Figure 1. Routed metal per tile.
The die is cut into 24 by 24 equal tiles; dark blue is low, red is high, scaled to the fullest tile. Values are wire area over tile area, all layers added.
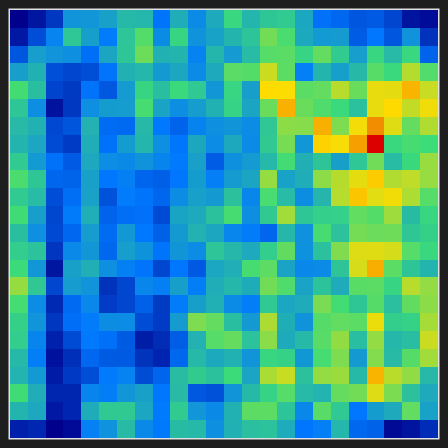
Figure 2. Cells by drive strength.
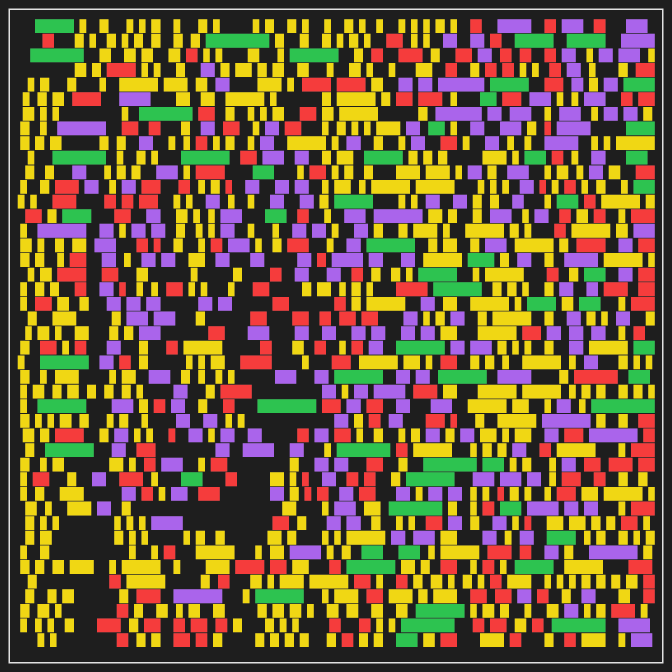
Figure 3. Cell outlines without signal wires.
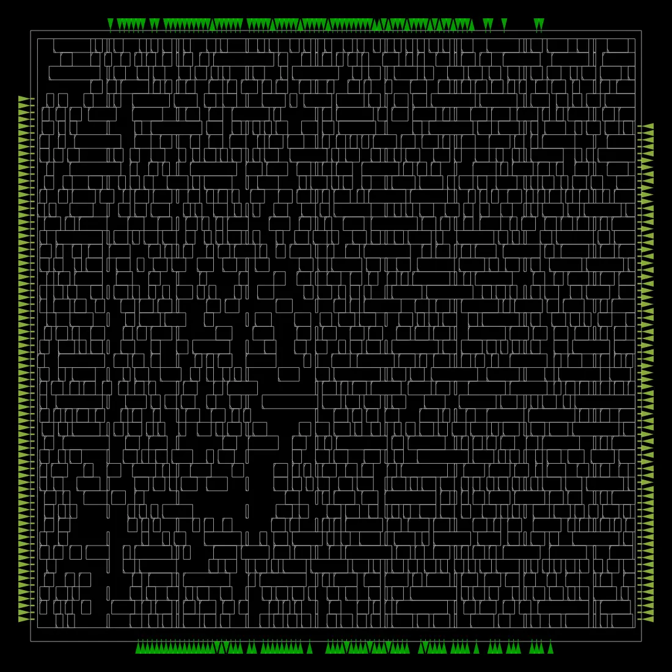
Figure 4. Register map, names as in the netlist.
Scale bar: 20 um. Other sequential cells in the stronger gray, the rest of the logic in the fainter gray.
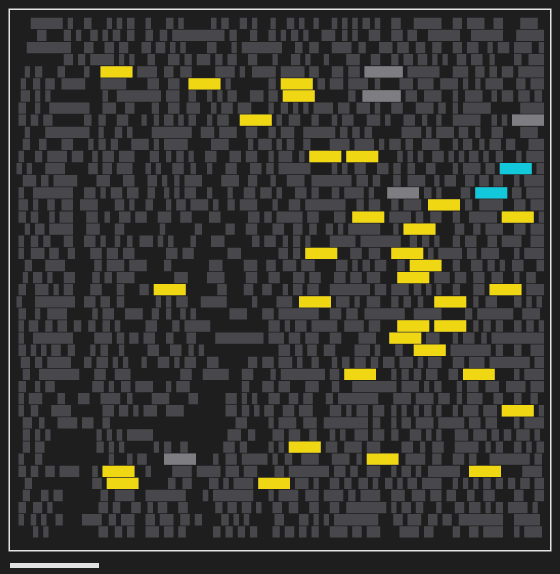
Figure 5. Clock distribution.
Scale bar: 20 um.
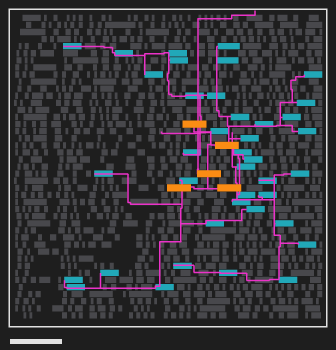
File: config.mk
export PLATFORM = sky130hd
export DESIGN_NAME = add_arbiter
export DESIGN_NICKNAME = d
export VERILOG_FILES = /design/src/rtl/add_arb_pkg.sv /design/src/rtl/add_arbiter_add.sv /design/src/rtl/add_arbiter.sv
export SDC_FILE = /design/constraint.sdc
export NUM_CORES = 1
export LEC_CHECK = 0
export ABC_AREA = 1
export CELL_PAD_IN_SITES_DETAIL_PLACEMENT = 1
export CELL_PAD_IN_SITES_GLOBAL_PLACEMENT = 1
export CORE_UTILIZATION = 38
export CTS_CLUSTER_SIZE = 10
export DETAILED_ROUTE_END_ITERATION = 7
export DONT_BUFFER_PORTS = 1
export MAX_ROUTING_LAYER = met4
export PLACE_DENSITY_LB_ADDON = 0.1
export SYNTH_ARGS = -nofsm -noshare
export SYNTH_HDL_FRONTEND = slang
export SYNTH_SLANG_ARGS = --single-unit
File: constraint.sdc
create_clock -name clock -period 3.45 [get_ports clock]
set_input_delay 0.69 -clock clock [delete_from_list [all_inputs] [get_ports clock]]
set_output_delay 0.69 -clock clock [all_outputs]
set_load 0.02 [all_outputs]
File: src/rtl/add_arb_pkg.sv
`default_nettype none
// ============================================================================
// Module   : add_arb_pkg
// Purpose  : Shared definitions for the round-robin adder arbiter.
//            - default operand width and requester count
//            - ID_W, the width of a requester index at the default count
//            - control FSM state encoding
//            - round-robin pointer advance helper
// Ports    : none (package)
// Revision : 1.0  initial release
// ============================================================================
package add_arb_pkg;

  localparam int WIDTH_DEF = 32;
  localparam int N_REQ_DEF = 4;
  localparam int ID_W      = $clog2(N_REQ_DEF);

  // EMPTY: output register holds nothing; FULL: res_* carry a live result.
  typedef enum logic [0:0] {
    ST_EMPTY = 1'b0,
    ST_FULL  = 1'b1
  } arb_state_t;

  // Index that follows a granted requester, wrapping at the requester count.
  function automatic int rr_next(input int idx, input int n_req);
    return (idx >= n_req - 1) ? 0 : idx + 1;
  endfunction

endpackage : add_arb_pkg
`default_nettype wire

File: src/rtl/add_arbiter_add.sv
`default_nettype none
// ============================================================================
// Module   : add_arbiter_add
// Purpose  : Shared unsigned adder. Produces the full (WIDTH+1)-bit sum so
//            the caller can take the carry from the top bit.
// Ports    : a    - first operand  [WIDTH-1:0]
//            b    - second operand [WIDTH-1:0]
//            sum  - a + b including carry-out [WIDTH:0]
// Revision : 1.0  initial release
// ============================================================================
module add_arbiter_add #(
  parameter int WIDTH = 32
) (
  input  logic [WIDTH-1:0] a,
  input  logic [WIDTH-1:0] b,
  output logic [WIDTH:0]   sum
);

  assign sum = {1'b0, a} + {1'b0, b};

endmodule : add_arbiter_add
`default_nettype wire

File: src/rtl/add_arbiter.sv
`default_nettype none
// ============================================================================
// Module   : add_arbiter
// Purpose  : N_REQ requesters share one adder. A combinational round-robin
//            arbiter grants one requester per cycle whenever the single-entry
//            output register is free (or is being drained in that same cycle);
//            the granted sum, carry and signed overflow appear one cycle later.
// Ports    : clock      - single clock, rising edge
//            reset      - synchronous, active-high
//            req_valid  - per-requester request strobe [N_REQ-1:0]
//            req_a/b    - packed operands, requester i at [i*WIDTH +: WIDTH]
//            grant      - one-hot-or-zero acceptance strobe (combinational)
//            res_valid  - result register holds a live result
//            res_ready  - consumer accepts the result this cycle
//            res_id     - index of the requester owning the result
//            res_sum    - sum modulo 2^WIDTH
//            res_carry  - unsigned carry-out
//            res_ovf    - signed two's-complement overflow
// Params   : N_REQ 2..8, WIDTH operand width
// Revision : 1.0  initial release
// ============================================================================
module add_arbiter
  import add_arb_pkg::*;
#(
  parameter int N_REQ = N_REQ_DEF,
  parameter int WIDTH = WIDTH_DEF
) (
  input  logic                       clock,
  input  logic                       reset,
  input  logic [N_REQ-1:0]           req_valid,
  input  logic [N_REQ*WIDTH-1:0]     req_a,
  input  logic [N_REQ*WIDTH-1:0]     req_b,
  output logic [N_REQ-1:0]           grant,
  output logic                       res_valid,
  input  logic                       res_ready,
  output logic [$clog2(N_REQ)-1:0]   res_id,
  output logic [WIDTH-1:0]           res_sum,
  output logic                       res_carry,
  output logic                       res_ovf
);

  localparam int C_ID_W = $clog2(N_REQ);

  // --------------------------------------------------------------------------
  // State
  // --------------------------------------------------------------------------
  arb_state_t          r_state;
  arb_state_t          w_next_state;
  logic [C_ID_W-1:0]   r_ptr;
  logic [C_ID_W-1:0]   r_id;
  logic [WIDTH-1:0]    r_sum;
  logic                r_carry;
  logic                r_ovf;

  // --------------------------------------------------------------------------
  // Arbitration
  // --------------------------------------------------------------------------
  logic                w_slot_free;
  logic                w_any;
  logic [C_ID_W-1:0]   w_idx;
  logic                w_grant_en;

  // The held result leaving this cycle frees the slot for a new grant.
  assign w_slot_free = !res_valid || res_ready;

  // Walk the requesters starting at r_ptr. r_ptr < N_REQ, so one subtraction
  // of N_REQ is enough to wrap; C_ID_W+1 bits hold values up to 2*N_REQ-2.
  always_comb begin : p_rr_search
    logic [C_ID_W:0] v_pos;
    w_any = 1'b0;
    w_idx = '0;
    v_pos = '0;
    for (int off = 0; off < N_REQ; off++) begin
      v_pos = {1'b0, r_ptr} + (C_ID_W+1)'(off);
      if (v_pos >= (C_ID_W+1)'(N_REQ)) begin
        v_pos = v_pos - (C_ID_W+1)'(N_REQ);
      end
      if (!w_any && req_valid[v_pos[C_ID_W-1:0]]) begin
        w_any = 1'b1;
        w_idx = v_pos[C_ID_W-1:0];
      end
    end
  end

  // Reset suppresses acceptance so nothing is lost into a discarded result.
  assign w_grant_en = w_any && w_slot_free && !reset;

  always_comb begin : p_grant
    grant = '0;
    if (w_grant_en) begin
      grant[w_idx] = 1'b1;
    end
  end

  always_ff @(posedge clock) begin : p_ptr
    if (reset) begin
      r_ptr <= '0;
    end else if (w_grant_en) begin
      r_ptr <= C_ID_W'(rr_next(int'(w_idx), N_REQ));
    end
  end

  // --------------------------------------------------------------------------
  // Shared datapath: granted-operand mux feeding the single adder
  // --------------------------------------------------------------------------
  logic [WIDTH-1:0] w_a_arr [N_REQ];
  logic [WIDTH-1:0] w_b_arr [N_REQ];
  logic [WIDTH-1:0] w_a;
  logic [WIDTH-1:0] w_b;
  logic [WIDTH:0]   w_sum;
  logic             w_ovf;

  for (genvar gi = 0; gi < N_REQ; gi++) begin : g_unpack
    assign w_a_arr[gi] = req_a[gi*WIDTH +: WIDTH];
    assign w_b_arr[gi] = req_b[gi*WIDTH +: WIDTH];
  end

  assign w_a = w_a_arr[w_idx];
  assign w_b = w_b_arr[w_idx];

  add_arbiter_add #(
    .WIDTH (WIDTH)
  ) u_add (
    .a   (w_a),
    .b   (w_b),
    .sum (w_sum)
  );

  // Signed overflow: like-signed operands producing a result of the other sign.
  assign w_ovf = (w_a[WIDTH-1] == w_b[WIDTH-1]) && (w_sum[WIDTH-1] != w_a[WIDTH-1]);

  // Result register loads only on a grant, so it holds steady under
  // backpressure (no grant can issue while FULL and not ready).
  always_ff @(posedge clock) begin : p_result
    if (reset) begin
      r_id    <= '0;
      r_sum   <= '0;
      r_carry <= 1'b0;
      r_ovf   <= 1'b0;
    end else if (w_grant_en) begin
      r_id    <= w_idx;
      r_sum   <= w_sum[WIDTH-1:0];
      r_carry <= w_sum[WIDTH];
      r_ovf   <= w_ovf;
    end
  end

  assign res_id    = r_id;
  assign res_sum   = r_sum;
  assign res_carry = r_carry;
  assign res_ovf   = r_ovf;

  // --------------------------------------------------------------------------
  // Control FSM
  // --------------------------------------------------------------------------
  always_ff @(posedge clock) begin : p_state_reg
    if (reset) begin
      r_state <= ST_EMPTY;
    end else begin
      r_state <= w_next_state;
    end
  end

  always_comb begin : p_next_state
    w_next_state = r_state;
    case (r_state)
      ST_EMPTY: begin
        if (w_grant_en) begin
          w_next_state = ST_FULL;
        end
      end
      ST_FULL: begin
        // Drain together with a grant refills the slot and stays FULL.
        if (res_ready && !w_grant_en) begin
          w_next_state = ST_EMPTY;
        end
      end
      default: w_next_state = ST_EMPTY;
    endcase
  end

  always_comb begin : p_state_out
    res_valid = (r_state == ST_FULL);
  end

endmodule : add_arbiter
`default_nettype wire

==> run_results.csv <==
group,metric,value,unit
layout,num_antenna_cells,0,
timing,hold_violations,0,
timing,fin_crit_sh,110,%
synthesis,synth_flops,39,
global_route,grtUsageMet1,37.0,%
routing,wl_per_cell,25.0,um
placement,pre_cts_ws,-572,ps
timing,grt_setup_unrepaired,"true",
outcome,outcome,"finished, violations left",
timing,finalSetupTns,-5610,ps
setup_path,cp_slowest_cell,"fa_2",
setup_path,endpoint_kind,"register",
timing,holdWs,464,ps
floorplan,fp-utilization,39.0,%
clock_network,cts_buffers,5,
flow_run,maxCapViolCount,0,
synthesis,yosys_warnings,0,
synthesis,top_area_share,14.4,%
global_route,antenna_found_initial,0,
routing,firstDrtPassIters,5,
setup_path,path_class,"reg -> reg",
layout,final_cell_mix,"buf_4, nor2_1, o21ai_1",
worst_hold_path,hold_start,"reset",
layout,mostFrequentLayoutCell,"buf_4",
global_route,grt.overflow.total,0,
clock_network,cts_tree,"built",
setup_path,r2r_start,"r_ptr[0]",
worst_hold_path,hold_depth,1,
timing,period_needed,3800,ps
synthesis,edf_count,0,
setup_path,cp-start-kind,"register",
layout,fin_cells,1234,
synthesis,async_flop_share,0,%
routing,via_per_inst,6.30,
timing,fin_ws,-354,ps
floorplan,dieHeight,121,um
clock_network,cts.sinks,39,
placement,port_buffers,0,
setup_path,crit_start,"r_ptr[0]",
setup_path,crit_buf_inv,5,
synthesis,ys_chip_area,0.00541,mm^2
global_route,grt_pass1_vias,7214,
synthesis,synth_seq_share,14.4,%
routing,vias,7772,
synthesis,syn_area,0.00541,mm^2
setup_path,required,3610,ps
flow_run,warnings,31,
global_route,use_met2,59.4,%
floorplan,die_width,121,um
setup_path,path_cells,"buf_12 > nand2_4 > nand3_2 > nand2_2 > inv_2 > nand3_4 > nand3_4 > bufbuf_16 > nor2_2 > o22ai_2 > fa_2 > nand3_2 > nand2_2 > nand3_2 > nand2_4 > nand2_4 > nand2_4 > a21oi_4 > buf_4 > buf_4 > xor2_1 > o21ai_0",
global_route,grt_max_degree,38,
setup_path,crit_family,"simple AND/OR/NAND/NOR gates",
timing,worst_slew_pin_slew,790,ps
placement,gp_congestion,0.928,
clock_network,cts_root_buffer,"clkbuf_16",
synthesis,flop_cell,"dfxtp_1",
clock_network,holdBufCountCts,0,
setup_path,rrSetupSlack,-350,ps
setup_path,cp.arrival,3970,ps
layout,fillers,1752,
outcome,violations,"setup timing",
layout,nNetsFinal,1353,
routing,post-route-drc-count,0,
clock_network,clk_pin_slew,70,ps
clock_network,clock_path_buffers,2,
synthesis,ys_cells,913,
timing,fmax,263,MHz
synthesis,syn_area_per_cell,5.93,um^2
floorplan,boundaryPins,304,
global_route,use_met3,5.36,%
global_route,grt_pass1_wl,37300,um
timing,setup_viol,25,
-- Figure 1 (at the start) --
tiles over half the peak	24%
fullest tile	0.90
emptiest ninth of the die	south-west
nearly empty tiles	0.30%
densest ninth of the die	east
mean over tiles	0.35
Overall Global Routing Usage: 33.0%
Post-Route WL: 30900 um

-- Figure 2 (at the start) --
color	size	cells
red	drive 2	191
yellow	drive 1 or less	605
purple	drive 3 to 4	201
green	drive 6 and up	57
Final WS setup: -354 ps
Post-Layout Inst Area: 0.00843 mm^2
Area Growth Syn to Fin: 55.9%

-- Figure 3 (at the start) --
Core Area: 0.0139 mm^2
num rows: 43

-- Figure 4 (at the start) --
color	netlist name	sequential cells
yellow	res_sum	32
cyan	res_id	2
not colored	5
final core area utilization: 60.8%
sequential share of cell area: 9.35%

-- Figure 5 (at the start) --
[cyan] flip-flops | count: 39
[orange] cells driving clock nets | count: 5
[magenta] clock wires | length: 760 um
flops lie	spread over the die
routed clock nets	6
clk latency late pin: 290 ps

worst reg2reg max path: stages, from the launching register on:
cell and delay (ps):
dfxtp_4 370, buf_12 160, nand2_4 90, nand3_2 110
nand2_2 140, inv_2 90, nand3_4 150, nand3_4 170
bufbuf_16 310, nor2_2 220, o22ai_2 200, fa_2 440
nand3_2 90, nand2_2 70, nand3_2 100, nand2_4 80
nand2_4 90, nand2_4 70, a21oi_4 210, buf_4 140
buf_4 90, xor2_1 190, o21ai_0 120
kinds of logic (layout without fill, tap and decap cells):
family | after synthesis | after routing | share of synthesized area (%)
AND-OR/OR-AND | 310 | 310 | 31.1
AND/OR/NAND/NOR | 394 | 394 | 31.3
XOR/XNOR | 18 | 18 | 2.91
adder cells (fa/ha/maj) | 37 | 37 | 8.70
buffers and inverters | 115 | 256 | 11.6
flip-flops | 39 | 39 | 14.4
per-layer routing:
| metal | wire length, um | vias up | share of wire [%] |
|---|---|---|---|
| met5 | 0 | - | 0 |
| met2 | 15600 | 473 | 50 |
| li1 | - | 3431 | - |
| met1 | 11500 | 3737 | 37 |
| met3 | 2460 | 131 | 8.0 |
| met4 | 1350 | 0 | 4.4 |
sequential cells by signal, summed over array words and instances (netlist names):
signal	flops
res_sum	32
r_ptr	2
res_id	2
res_carry	1
res_ovf	1
res_valid	1
layout make-up:
class                           count  area share (%)
Inverter                           62            3.16
Sequential cell                    39            9.35
Timing Repair Buffer              183            22.5
Multi-Input combinational cell    759            59.9
Timing Repair inverter              3           0.312
Clock inverter                      2           0.415
Clock buffer                        6            1.65
Tap cell                          180            2.67
cells in the mapped netlist (3+ instances only):
| cell type | n |
|---|---|
| nand3_2 | 4 |
| o21ai_1 | 107 |
| buf_4 | 3 |
| xor2_1 | 6 |
| nand3_1 | 49 |
| nor2_1 | 166 |
| inv_1 | 55 |
| a21oi_1 | 58 |
| o21ai_0 | 62 |
| nand2_2 | 11 |
| buf_2 | 21 |
| ha_1 | 36 |
| xnor2_1 | 12 |
| a21o_1 | 9 |
| nand2_1 | 142 |
| inv_2 | 7 |
| nor3_1 | 4 |
| nand4_1 | 7 |
| clkbuf_1 | 7 |
| buf_6 | 21 |
| dfxtp_1 | 39 |
| o22ai_1 | 62 |
| or2_2 | 3 |
per-stage QoR:
stage | utilization, % | cell area [um^2]
after global placement | 45.3 | 6290
after floorplan | - | 5450
after CTS | 52.9 | 7340
after global routing | 60.8 | 8430
after detailed placement | 45.3 | 6290
final | 60.8 | 8430
what timing repair did:
action | in CTS | in global routing
buffers inserted | 23 | 25
setup endpoints to repair | 22 | 25
pin swaps | 42 | 56
gates resized | 158 | 199
gates cloned | 9 | 11
worst max path at each step:
stage                  end  slack [ps]
2_1_floorplan    res_carry           1
3_3_place_gp   res_sum[30]        -420
3_5_place_dp   res_sum[30]        -570
4_1_cts        res_sum[30]        -110
5_1_grt        res_sum[28]        -550
6_report       res_sum[12]        -350
